### Wiring heat map

The die is cut into 14 by 17 equal tiles; white is low, dark blue is high, scaled to the fullest tile. Values are wire area over tile area, all layers added.
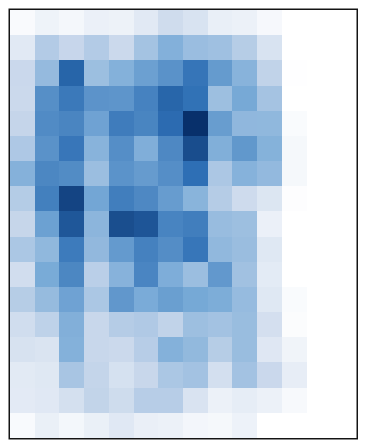
### Zoomed window

Bar = 5 um. Window x 24 to 44, y 49 to 69 um. Cells in gray, sequential cells in the stronger gray; small squares are vias.
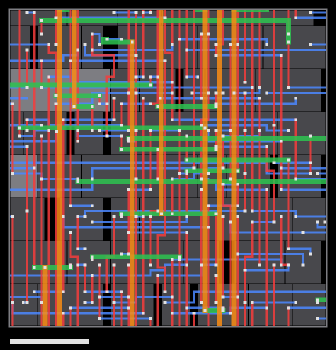
### The clock network

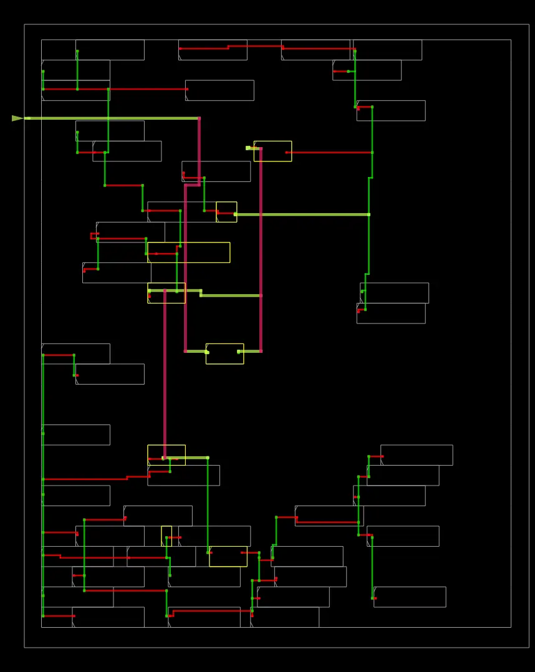
==> config.mk <==
export PLATFORM = sky130hd
export DESIGN_NAME = i2c_target_ctrl
export DESIGN_NICKNAME = d
export VERILOG_FILES = /design/src/rtl/i2c_target_ctrl.sv
export SDC_FILE = /design/constraint.sdc
export NUM_CORES = 1
export LEC_CHECK = 0
export ABC_AREA = 0
export CAP_MARGIN = 20
export CORE_ASPECT_RATIO = 1.25
export CORE_MARGIN = 2
export CORE_UTILIZATION = 51
export CTS_CLUSTER_DIAMETER = 200
export DETAILED_ROUTE_END_ITERATION = 6
export PLACE_DENSITY = 0.82
export SETUP_SLACK_MARGIN = 0.5
export SKIP_CTS_REPAIR_TIMING = 1
export SLEW_MARGIN = 20
export SYNTH_ARGS = -nofsm -noshare
export SYNTH_HDL_FRONTEND = slang
export SYNTH_SLANG_ARGS = --single-unit
==> constraint.sdc <==
create_clock -name clk100mhz -period 2 [get_ports clk100mhz]
set_input_delay 0.4 -clock clk100mhz [delete_from_list [all_inputs] [get_ports clk100mhz]]
set_output_delay 0.4 -clock clk100mhz [all_outputs]
set_load 0.005 [all_outputs]
==> src/rtl/i2c_target_ctrl.sv <==
// i2c_target_ctrl: I2C target endpoint, runs on clk100mhz and oversamples SCL/SDA.
// SCL/SDA pass through a 2-flop synchronizer and a FILTER_LEN stability filter.
// START/STOP, 7-bit address match and ACK are derived from the filtered levels.
// The open-drain pads are external; this block drives only the pull-low enables.
// Optional build macro I2C_CLK_STRETCH_EN: when a read byte is due and tx_valid=0,
// the block holds SCL low until tx_valid=1. Without the macro, scl_oe is 0 and the
// shifter is filled with 8'hFF.
module i2c_target_ctrl #(
  parameter logic [6:0] TARGET_ADDR = 7'h50,
  parameter int         FILTER_LEN  = 4
) (
  input  logic       clk100mhz,
  input  logic       reset,
  input  logic       scl_in,
  input  logic       sda_in,
  output logic       sda_oe,
  output logic       scl_oe,
  output logic [7:0] rx_data,
  output logic       rx_valid,
  input  logic [7:0] tx_data,
  input  logic       tx_valid,
  output logic       tx_load,
  output logic       addr_hit,
  output logic       rw_bit,
  output logic       stop_det
);

`ifdef I2C_CLK_STRETCH_EN
  localparam logic STRETCH_EN = 1'b1;
`else
  localparam logic STRETCH_EN = 1'b0;
`endif

  localparam int            CW       = (FILTER_LEN > 1) ? $clog2(FILTER_LEN) : 1;
  localparam logic [CW-1:0] FLT_LOAD = CW'(FILTER_LEN - 1);

  // index 0 = SCL, index 1 = SDA
  logic [1:0]         s1, s2, flt, fltd;
  logic [1:0][CW-1:0] cnt;

  // synchronize, then accept a new level only after FILTER_LEN consecutive differing samples
  always_ff @(posedge clk100mhz or negedge reset) begin
    if (!reset) begin
      s1   <= 2'b11;
      s2   <= 2'b11;
      flt  <= 2'b11;
      fltd <= 2'b11;
      cnt  <= {2{FLT_LOAD}};
    end else begin
      s1   <= {sda_in, scl_in};
      s2   <= s1;
      fltd <= flt;
      for (int i = 0; i < 2; i++) begin
        if (s2[i] == flt[i]) begin
          cnt[i] <= FLT_LOAD;
        end else if (cnt[i] == '0) begin
          flt[i] <= s2[i];
          cnt[i] <= FLT_LOAD;
        end else begin
          cnt[i] <= cnt[i] - CW'(1);
        end
      end
    end
  end

  logic scl_f, sda_f, scl_rise, scl_fall, start_c, stop_c;
  assign scl_f    = flt[0];
  assign sda_f    = flt[1];
  assign scl_rise = scl_f & ~fltd[0];
  assign scl_fall = ~scl_f & fltd[0];
  assign start_c  = scl_f & fltd[1] & ~sda_f;
  assign stop_c   = scl_f & ~fltd[1] & sda_f;

  // state    | meaning
  // IDLE     | bus free or unsynchronised, wait for START
  // ADDR     | shifting in address + R/W
  // ADDR_ACK | driving address ACK during 9th clock
  // WR_DATA  | shifting in a write byte
  // WR_ACK   | driving data ACK during 9th clock
  // RD_DATA  | driving read bits on each SCL fall
  // RD_ACK   | SDA released, sampling master ACK/NACK
  // IGNORE   | not addressed or read ended, wait for START/STOP
  typedef enum logic [2:0] {
    IDLE, ADDR, ADDR_ACK, WR_DATA, WR_ACK, RD_DATA, RD_ACK, IGNORE
  } state_t;

  state_t     state;
  logic [3:0] bitcnt;
  logic [7:0] shift;
  logic [7:0] shift_in, tx_byte;
  logic       stretch, load_pend;

  assign shift_in = {shift[6:0], sda_f};
  assign tx_byte  = tx_valid ? tx_data : 8'hFF;
  assign scl_oe   = STRETCH_EN & stretch;

  // protocol FSM; tx_load pulses only when real tx_data is taken (not for the 8'hFF fill)
  always_ff @(posedge clk100mhz or negedge reset) begin
    if (!reset) begin
      state     <= IDLE;
      bitcnt    <= '0;
      shift     <= '0;
      sda_oe    <= 1'b0;
      rx_data   <= '0;
      rx_valid  <= 1'b0;
      tx_load   <= 1'b0;
      addr_hit  <= 1'b0;
      rw_bit    <= 1'b0;
      stop_det  <= 1'b0;
      stretch   <= 1'b0;
      load_pend <= 1'b0;
    end else begin
      rx_valid <= 1'b0;
      tx_load  <= 1'b0;
      stop_det <= 1'b0;
      if (stop_c) begin
        state     <= IDLE;
        bitcnt    <= '0;
        sda_oe    <= 1'b0;
        addr_hit  <= 1'b0;
        stop_det  <= 1'b1;
        stretch   <= 1'b0;
        load_pend <= 1'b0;
      end else if (start_c) begin
        state     <= ADDR;
        bitcnt    <= '0;
        sda_oe    <= 1'b0;
        addr_hit  <= 1'b0;
        stretch   <= 1'b0;
        load_pend <= 1'b0;
      end else begin
        case (state)
          ADDR: begin
            if (scl_rise) begin
              shift  <= shift_in;
              bitcnt <= bitcnt + 4'd1;
              if (bitcnt == 4'd7) begin
                if (shift[6:0] == TARGET_ADDR) rw_bit <= sda_f;
                else                           state  <= IGNORE;
              end
            end else if (scl_fall && bitcnt == 4'd8) begin
              sda_oe <= 1'b1;
              state  <= ADDR_ACK;
            end
          end
          ADDR_ACK: begin
            if (scl_fall) begin
              addr_hit <= 1'b1;
              bitcnt   <= '0;
              if (!rw_bit) begin
                sda_oe <= 1'b0;
                state  <= WR_DATA;
              end else begin
                state <= RD_DATA;
                if (STRETCH_EN && !tx_valid) begin
                  sda_oe  <= 1'b0;
                  stretch <= 1'b1;
                end else begin
                  sda_oe  <= ~tx_byte[7];
                  shift   <= {tx_byte[6:0], 1'b0};
                  tx_load <= tx_valid;
                  bitcnt  <= 4'd1;
                end
              end
            end
          end
          WR_DATA: begin
            if (scl_rise) begin
              shift  <= shift_in;
              bitcnt <= bitcnt + 4'd1;
              if (bitcnt == 4'd7) begin
                rx_data  <= shift_in;
                rx_valid <= 1'b1;
              end
            end else if (scl_fall && bitcnt == 4'd8) begin
              sda_oe <= 1'b1;
              state  <= WR_ACK;
            end
          end
          WR_ACK: begin
            if (scl_fall) begin
              sda_oe <= 1'b0;
              bitcnt <= '0;
              state  <= WR_DATA;
            end
          end
          RD_DATA: begin
            if (stretch) begin
              if (tx_valid) begin
                stretch <= 1'b0;
                sda_oe  <= ~tx_byte[7];
                shift   <= {tx_byte[6:0], 1'b0};
                tx_load <= 1'b1;
                bitcnt  <= 4'd1;
              end
            end else if (scl_fall) begin
              if (load_pend) begin
                load_pend <= 1'b0;
                if (tx_valid) begin
                  sda_oe  <= ~tx_byte[7];
                  shift   <= {tx_byte[6:0], 1'b0};
                  tx_load <= 1'b1;
                  bitcnt  <= 4'd1;
                end else begin
                  stretch <= 1'b1;
                end
              end else if (bitcnt == 4'd8) begin
                sda_oe <= 1'b0;
                bitcnt <= '0;
                state  <= RD_ACK;
              end else begin
                sda_oe <= ~shift[7];
                shift  <= {shift[6:0], 1'b0};
                bitcnt <= bitcnt + 4'd1;
              end
            end
          end
          RD_ACK: begin
            if (scl_rise) begin
              if (!sda_f) begin
                state  <= RD_DATA;
                bitcnt <= '0;
                // with stretching the load is deferred to the fall, where SCL can be held
                if (STRETCH_EN) begin
                  load_pend <= 1'b1;
                end else begin
                  shift   <= tx_byte;
                  tx_load <= tx_valid;
                end
              end else begin
                state <= IGNORE;
              end
            end
          end
          default: ;
        endcase
      end
    end
  end

endmodule
==> flow_results.org <==
#+TITLE: Physical design notes

** Clock network
- H-tree depth :: 2
- Clock transition at the registers of the reported paths :: 0.08 ns
- The tree is rooted in a sky130_fd_sc_hd__clkbuf_8.
- Clk ins delay skew pair :: 0.30 ns
- TritonCTS clock tree :: built
- The CTS log lists the clock sinks for this run as 42.

** Critical path
- Worst reg2reg setup slack :: -0.18 ns
- The script reports the combined buffer and inverter count of the critical path as 2.
- The worst setup path is launched from a flip-flop.
- Crit-path leading delay family :: AND-OR/OR-AND gates
- Class of the most critical setup path :: reg -> reg

** Timing
- Setup-violating endpoint count in the final report :: 6
- Max transition margin :: 63.8%
- Final worst path period need :: 2.18 ns
- Setup repair after global routing missed its margin :: true
- Clk_skew :: 0.00623 ns
- Final Hold Violating Endpoints :: 0
- Slack of the critical path :: -0.183 ns
- Achievable clock frequency :: 458 MHz

** Run status
- The checks that failed: setup timing.
- The flow ran to the end, but the final reports show violations.

** Global route
- The number of global-route vias before repair was 2,229.
- Met1 layer usage reported by global route :: 29.9%
- Initial antenna violation count :: 0

** Floorplanning
- Initial Util :: 52.1%
- IO Count :: 28
- DIE HEIGHT :: 83.7 um

** Synthesis
- The synthesized design contains 42 register bits.
- After synthesis, the share of flip-flops with an asynchronous set or reset is 100%.
- Counting every net in the synthesized netlist gives 266.
- Distinct lib cells :: 69
- The chip area line in the Yosys stat output reads 2590 um^2.
- Count of synthesis-stage warnings from yosys :: 0
- Cell count in the Yosys report :: 245

** Power and ir drop
- Largest voltage drop on the vdd net :: 882 uV
- Sequential share of power :: 23.8%
- The script extracted a total leakage power of 1.90 nW.
- Power consumed by combinational cells :: 3.92 mW
- The completed layout was analyzed and its total power is 6.05 mW.

** Drt
- DRC violation count after routing :: 0
- First-pass DRT Iterations :: 7
- Per the detail_route report, vias per standard cell equal 6.29.

** Placed design
- Routability cong. :: 0.919
- In this run the tool buffered the top-level ports with 26 buffer cells.
- Summed over all nets, the half-perimeter wirelength after detailed placement is 4680 um.

** Layout
- The flow measured a signed area growth from synthesis to layout of 44.4%.
- Final std cells w/o fill :: 390
- Fin util :: 75.2%
- Number of nets in the layout :: 348

** Flow run
- Count of tool warnings :: 32
## Picture notes: 'Wiring heat map'
The emptiest ninth of the die: bottom right. 24% of the tiles are over half the peak. The fullest tile reaches 0.80. 19% of the tiles are nearly empty. The mean over all tiles is 0.25.
total number of vias: 2,455
All-Layer GR Usage: 24.6%
per-cell routed wire length: 21.4 um

## Picture notes: 'Zoomed window'
Key: blue = metal 1; red = metal 2; green = metal 3; orange = metal 4
Netlist names of flops here include shift (1). Most frequent: buf_4 (4). Sequential cells in the window: 1. 37 logic cells have their middle in the window.

## Picture notes: 'The clock network'
number of buffers added by the clock tree synthesis step: 5
Clock net power: 688 uW

sequential cells by signal (all words and copies together), names as in the netlist, 2 cells and up:
register,flops
s1,2
rx_data,8
bitcnt,4
flt,2
cnt,4
state,3
s2,2
shift,8
fltd,2
area by class of cell:
type                       instances  area [um^2]
clock inverter                     2         37.5
sequential                        42         1070
multi-input combinational        170         1600
inverter                          18         77.6
clock buffer                       6         72.6
tap                               62         77.6
timing repair buffer              90          808
fill                             255         1230
worst register-to-register path, stage by stage (launching register included):
cell	delay, ns
sky130_fd_sc_hd__dfrtp_2	0.49
sky130_fd_sc_hd__inv_4	0.08
sky130_fd_sc_hd__ha_4	0.20
sky130_fd_sc_hd__and2_4	0.17
sky130_fd_sc_hd__o21ai_1	0.18
sky130_fd_sc_hd__o31ai_2	0.13
sky130_fd_sc_hd__buf_4	0.18
sky130_fd_sc_hd__a222oi_1	0.43
sky130_fd_sc_hd__mux2i_1	0.17
synthesized netlist by cell type, drive strengths merged (3+ instances only):
library cell	number	share of area, %
dfrtp	30	29
inv	18	2.6
nor2	14	2.4
buf	13	4.8
mux2	13	5.9
nand2	13	1.9
dfstp	12	12
o211ai	9	2.8
a21oi	8	1.5
ha	8	3.9
nand2b	8	1.9
mux2i	7	2.7
nand3b	7	2.2
o21ai	7	1.4
a222oi	6	2.3
nor3	6	1.6
a22o	4	1.4
and2	4	1.1
nand3	4	0.77
nor2b	4	1.1
nor3b	3	0.87
o21a	3	0.92
o31ai	3	1.1
xor2	3	1.0
logic make-up after synthesis:
group           Yosys count  synth area share (%)
fa+ha+maj                10                  4.73
simple gates             76                  18.1
buf+inv                  33                  7.68
other cells               1                 0.145
mux                      20                  8.65
flops                    42                  41.2
xor+xnor                  3                  1.01
compound gates           60                  18.6
worst max-delay path by stage:
| stage | endpoint | slack (ns) | cells past startpoint | start |
|---|---|---|---|---|
| after global routing | shift[1] | -0.21 | 8 | state[1] |
| after global placement | shift[7] | -0.04 | 5 | tx_valid |
| after detailed placement | shift[6] | -0.12 | 6 | tx_valid |
| final | shift[1] | -0.18 | 8 | state[1] |
| after floorplan | shift[0] | 0.04 | 8 | state[1] |
| after CTS | shift[4] | -0.12 | 8 | state[1] |
metal layers:
layer / wire, um / part of all wire, % / vias up
li1: - / - / 1052
met1: 2950 / 35 / 1209
met2: 4380 / 52 / 147
met3: 546 / 6.5 / 47
met4: 489 / 5.8 / 0
met5: 0 / 0 / -
layout by cell type, fill, tap and decap left out, drive strengths merged, types with 3 or more instances in the layout:
cell type / count
nor3b: 3
o21a: 3
a21oi: 8
nand2b: 8
o31ai: 3
xor2: 3
nand3: 4
mux2i: 7
nor3: 6
mux2: 13
ha: 8
o211ai: 9
clkbuf: 6
o21ai: 7
dfrtp: 30
dlymetal6s2s: 14
nand3b: 7
a222oi: 6
nor2b: 4
a22o: 4
nand2: 13
inv: 18
dfstp: 12
clkdlybuf4s50: 11
and2: 4
nor2: 14
buf: 65
Power is estimated from default activity; no workload was simulated.
